## config.mk

```make
export PLATFORM = sky130hd
export DESIGN_NAME = id_front_stage
export DESIGN_NICKNAME = d
export VERILOG_FILES = /design/src/rtl/id_front_stage.sv
export SDC_FILE = /design/constraint.sdc
export NUM_CORES = 2
export LEC_CHECK = 0
export CELL_PAD_IN_SITES_DETAIL_PLACEMENT = 0
export CELL_PAD_IN_SITES_GLOBAL_PLACEMENT = 1
export CORE_ASPECT_RATIO = 0.9
export CORE_MARGIN = 4
export CORE_UTILIZATION = 51
export CTS_CLUSTER_DIAMETER = 80
export DETAILED_ROUTE_END_ITERATION = 6
export PLACE_DENSITY = 0.77
export SLEW_MARGIN = 10
export SYNTH_ARGS = -nofsm -noshare
export SYNTH_HDL_FRONTEND = slang
export SYNTH_SLANG_ARGS = --single-unit
```

## constraint.sdc

```tcl
create_clock -name clk -period 50.5 [get_ports clk]
set_clock_uncertainty 0.2 [all_clocks]
set_input_delay 10.1 -clock clk [delete_from_list [all_inputs] [get_ports clk]]
set_output_delay 10.1 -clock clk [all_outputs]
set_load 0.01 [all_outputs]
```

## src/rtl/id_front_stage.sv

```systemverilog
// Decode front half: IF/ID latch, 32x XLEN register file with writeback bypass, load-use hazard detect.
// Optional build macro ID_FRONT_PERF_CNT_EN adds saturating stall_cnt / flush_cnt outputs.
module id_front_stage #(
  parameter int              XLEN      = 32,
  parameter logic [XLEN-1:0] NOP_INSTR = 32'h00000013
) (
  input  logic            clk,
  input  logic            reset,
  input  logic            busywait,
  input  logic            branch_jump_signal,
  input  logic [XLEN-1:0] instr_in,
  input  logic [XLEN-1:0] pc_in,
  input  logic [XLEN-1:0] pc_4_in,
  input  logic            wb_write_en,
  input  logic [4:0]      wb_write_addr,
  input  logic [XLEN-1:0] wb_write_data,
  input  logic            ex_d_mem_r,
  input  logic [4:0]      ex_write_address,
  output logic [XLEN-1:0] instr_out,
  output logic [XLEN-1:0] pc_out,
  output logic [XLEN-1:0] pc_4_out,
  output logic            valid_out,
  output logic [XLEN-1:0] data_1_out,
  output logic [XLEN-1:0] data_2_out,
  output logic            load_use_stall,
  output logic            ctrl_kill
`ifdef ID_FRONT_PERF_CNT_EN
  ,
  output logic [31:0]     stall_cnt,
  output logic [31:0]     flush_cnt
`endif
);

  logic [XLEN-1:0] instr_reg;
  logic [XLEN-1:0] pc_reg;
  logic [XLEN-1:0] pc_4_reg;
  logic            valid_reg;
  logic [XLEN-1:0] regs_reg [32];

  logic [4:0]      rs1;
  logic [4:0]      rs2;
  logic [6:0]      opcode;
  logic            uses_rs1;
  logic            uses_rs2;
  logic [4:0]      rd_addr [2];
  logic [XLEN-1:0] rd_data [2];

  assign rs1    = instr_reg[19:15];
  assign rs2    = instr_reg[24:20];
  assign opcode = instr_reg[6:0];

  // LUI/AUIPC/JAL carry immediate bits where rs1 would be, so they never create a dependency.
  assign uses_rs1 = !((opcode == 7'b0110111) || (opcode == 7'b0010111) || (opcode == 7'b1101111));
  assign uses_rs2 = (opcode == 7'b0110011) || (opcode == 7'b0100011) || (opcode == 7'b1100011);

  assign load_use_stall = valid_reg & ex_d_mem_r & (ex_write_address != 5'd0) &
                          ((uses_rs1 & (ex_write_address == rs1)) |
                           (uses_rs2 & (ex_write_address == rs2)));

  assign ctrl_kill = load_use_stall | ~valid_reg | branch_jump_signal;

  always_ff @(posedge clk or posedge reset) begin
    if (reset) begin
      instr_reg <= NOP_INSTR;
      pc_reg    <= '0;
      pc_4_reg  <= '0;
      valid_reg <= 1'b0;
    end else if (branch_jump_signal) begin
      instr_reg <= NOP_INSTR;
      pc_reg    <= '0;
      pc_4_reg  <= '0;
      valid_reg <= 1'b0;
    end else if (!busywait && !load_use_stall) begin
      instr_reg <= instr_in;
      pc_reg    <= pc_in;
      pc_4_reg  <= pc_4_in;
      valid_reg <= 1'b1;
    end
  end

  // Writeback is never stalled or flushed; x0 is never written.
  always_ff @(posedge clk or posedge reset) begin
    if (reset) begin
      for (int i = 0; i < 32; i++) begin
        regs_reg[i] <= '0;
      end
    end else if (wb_write_en && (wb_write_addr != 5'd0)) begin
      regs_reg[wb_write_addr] <= wb_write_data;
    end
  end

  assign rd_addr[0] = rs1;
  assign rd_addr[1] = rs2;

  generate
    for (genvar gi = 0; gi < 2; gi++) begin : g_read
      assign rd_data[gi] = (rd_addr[gi] == 5'd0) ? '0 :
                           (wb_write_en && (wb_write_addr == rd_addr[gi])) ? wb_write_data :
                           regs_reg[rd_addr[gi]];
    end
  endgenerate

  assign data_1_out = rd_data[0];
  assign data_2_out = rd_data[1];

  assign instr_out = instr_reg;
  assign pc_out    = pc_reg;
  assign pc_4_out  = pc_4_reg;
  assign valid_out = valid_reg;

`ifdef ID_FRONT_PERF_CNT_EN
  logic [31:0] stall_cnt_reg;
  logic [31:0] flush_cnt_reg;

  always_ff @(posedge clk or posedge reset) begin
    if (reset) begin
      stall_cnt_reg <= '0;
      flush_cnt_reg <= '0;
    end else begin
      if (load_use_stall && !busywait && (stall_cnt_reg != 32'hFFFFFFFF)) begin
        stall_cnt_reg <= stall_cnt_reg + 32'd1;
      end
      if (branch_jump_signal && (flush_cnt_reg != 32'hFFFFFFFF)) begin
        flush_cnt_reg <= flush_cnt_reg + 32'd1;
      end
    end
  end

  assign stall_cnt = stall_cnt_reg;
  assign flush_cnt = flush_cnt_reg;
`endif

endmodule
```

==> impl_metrics.csv <==
group,metric,value,unit
min_path,hold_class,"reg -> reg",
pwr,pwr-share-seq,44.5,%
routing,routed_via_density,6.779,
routing,wl,199700,um
critical_path,required,40.20,ns
pwr,seq_power,1.18,mW
timing,slew_viol_final,0,
routing,vias,40530,
final_layout,largest_reg_flops,1024,
floorplan,top_level_ports,307,
final_layout,layout-drive-gt1-share,40.98,%
floorplan,core,115600,um^2
routing,first_iter_violations,4826,
global_route,grt_pass1_vias,40440,
pwr,p_clk_share,35.5,%
timing,setup_tns,0,ns
synth,syn-num-nets,4375,
timing,worst_slack,26.54,ns
critical_path,critPathKind,"in -> out",
final_layout,nNetsFinal,4447,
final_layout,layout_top_cell,"dfrtp_1",
pwr,netSwitchingFraction,27.63,%
final_layout,lay_top_cells,"dfrtp_1 (1110), mux2_2 (1007), mux4_2 (390), mux2i_1 (347), clkdlybuf4s50_1 (305)",
status,outcome,"complete, no violations",
critical_path,reg2reg_from,"instr_out[20]",
global_route,grt_start_max_net_pins,153,
job,tool_warnings,43,
critical_path,cp_max_fo,31,
pwr,comb_power_share,20.0,%
timing,worst_pin_slew,1.240,ns
floorplan,chip_area,122600,um^2
synth,yosys_warnings,0,
min_path,worst_hold_path.num_cells,0,
synth,ys_cells,4231,
critical_path,endpoint,"data_2_out[31]",
timing,fmax,41.74,MHz
timing,setup_violations,0,
synth,edf_count,0,
pwr,p_sw,0.7329,mW
clock_network,ctsHoldBuffers,0,
timing,relSlewSlack,17.04,%
synth,ff_type,"dfrtp_1",
critical_path,worstSetupStartpoint,"wb_write_addr[1]",
global_route,antenna_found_initial,11,
routing,drc,0,
clock_network,htreeDepth,3,
pwr,internal_power,1.919,mW
placed_design,dp_cells,5742,
timing,finalCritPeriodShare,47.44,%
pwr,clk-power,0.940,mW
placed_design,place_ws,26.71,ns
floorplan,core_util_floorplan,51.63,%
final_layout,fin_cells,5978,
clock_network,clk_pin_slew,0.06,ns
critical_path,r2r_slack,46.95,ns
synth,syn-cell-area,59680,um^2
clock_network,cts_tree,"done",
critical_path,arrival,13.66,ns
placed_design,gp_congestion,0.8498,
timing,fin_crit,23.96,ns
critical_path,r2r_cells,7,
final_layout,final_cell_area,68020,um^2
global_route,grt_overflow,0,
clock_network,cts_root_buffer,"clkbuf_16",
pwr,power.total,2.652,mW
pwr,leakage,28.28,nW
pwr,pwr_density_cell,38.99,nW/um^2
routing,wire_per_inst,33.41,um
final_layout,final_core_util,58.84,%
min_path,min_to,"regs_reg[1002]",
timing,rsz0062_at_grt,"no",
routing,ant_nets,0,
routing,firstDrtPassIters,5,
synth,async_flop_share,100.0,%
placed_design,dpl-instance-area,63790,um^2
timing,hold_violations,0,
pwr,p_comb,0.531,mW
timing,hold_ws,0.1967,ns
min_path,hold_start,"regs_reg[1002]",
critical_path,start_kind,"primary input",
synth,synth_seq_share,47.01,%
floorplan,rows,118,
global_route,grt_pass1_wl,289400,um
pwr,top_power_group,"sequential cells",
clock_network,cts_resized,0,
final_layout,num-fill-cells,9179,
synth,yosysUniqueCellTypes,56,
placed_design,port-buffer-count,306,
synth,numSynthFlops,1121,
synth,yosys_area,59680,um^2
final_layout,area_growth,13.97,%
critical_path,end_kind,"output port",
clock_network,cts_max_path_buffers,3,
floorplan,die_w,368.6,um
placed_design,hpwl,116600,um
job,cap_violations,0,
synth,syn_inst,4231,
synth,synth_area_per_cell,14.11,um^2
critical_path,r2r_end,"pc_4_out[0]",
clock_network,cts_setup_buffers,0,
global_route,grt_use_total,32.16,%
floorplan,fp.dieH,332.5,um
pwr,ir_worst_vdd,0.03163,mV
layer usage:
metal | vias up | track usage [%] | part of all wire [%]
met5 | - | 0 | 0.028
met4 | 6 | 11.95 | 4.3
met3 | 431 | 7.455 | 9.4
met2 | 2122 | 48.63 | 45
met1 | 21690 | 45.75 | 41
li1 | 16280 | - | -
cell families (layout without fill, tap and decap cells):
group / after synthesis / count (layout) / share of synthesized area [%]
AND-OR/OR-AND: 484 / 484 / 5.918
XOR/XNOR: 20 / 20 / 0.2935
buffers and inverters: 478 / 656 / 3.595
flip-flops: 1121 / 1121 / 47.01
multiplexers: 1752 / 1752 / 39.69
other: 0 / 9 / 0
AND/OR/NAND/NOR: 376 / 376 / 3.499
synth_stat cells, types with 48 or more instances:
master / count / area [um^2]
a21oi_1: 97 / 485.5
a22o_1: 51 / 446.7
a22oi_1: 115 / 863.3
buf_1: 67 / 251.5
buf_2: 85 / 425.4
clkbuf_1: 273 / 1025
dfrtp_1: 1118 / 27980
mux2_2: 1007 / 11340
mux2i_1: 347 / 3473
mux4_2: 390 / 8783
nand2_1: 62 / 232.7
nand2b_1: 188 / 1176
nor2_1: 48 / 180.2
worst max-delay path, cell delays in order:
cell and delay [ns]:
clkdlybuf4s50_1 0.60, xnor2_1 0.23, nand4_1 0.23, or2_2 0.79
and2_1 0.68, a211o_1 0.22, clkdlybuf4s50_1 0.79
layout make-up:
type,instances,area (um^2),area share [%]
Sequential cell,1121,28080,41.29
Clock inverter,53,661.9,0.9731
Tap cell,1560,1952,2.870
Timing Repair Buffer,426,4011,5.897
Multi-Input combinational cell,2632,29720,43.70
Antenna cell,9,22.52,0.03311
Inverter,3,18.77,0.02759
Clock buffer,174,3548,5.217
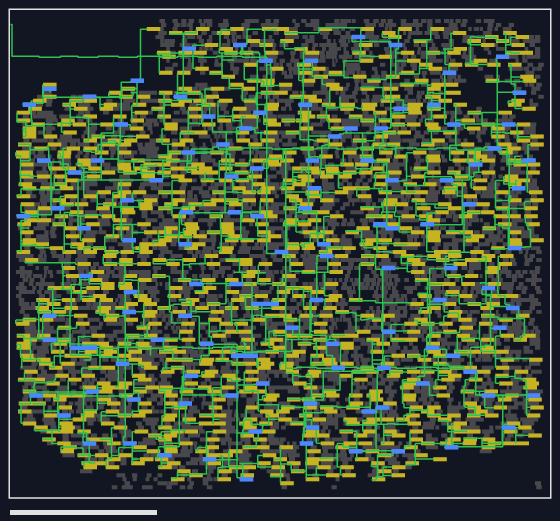
(images/clk_routes.png)
Bar = 100 um.
clock wires -> green  # length 14800 um
clock drivers -> blue  # count 119
flip-flops -> yellow  # count 1121
routed clock nets = 120

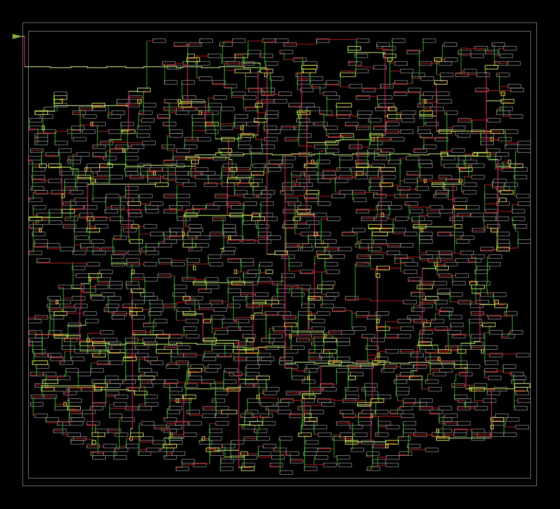
(images/clocks.png)
clk sink count: 1121
CTS buffer count: 119
Latency at later pin: 0.73 ns

Power and IR drop assume default switching activity.
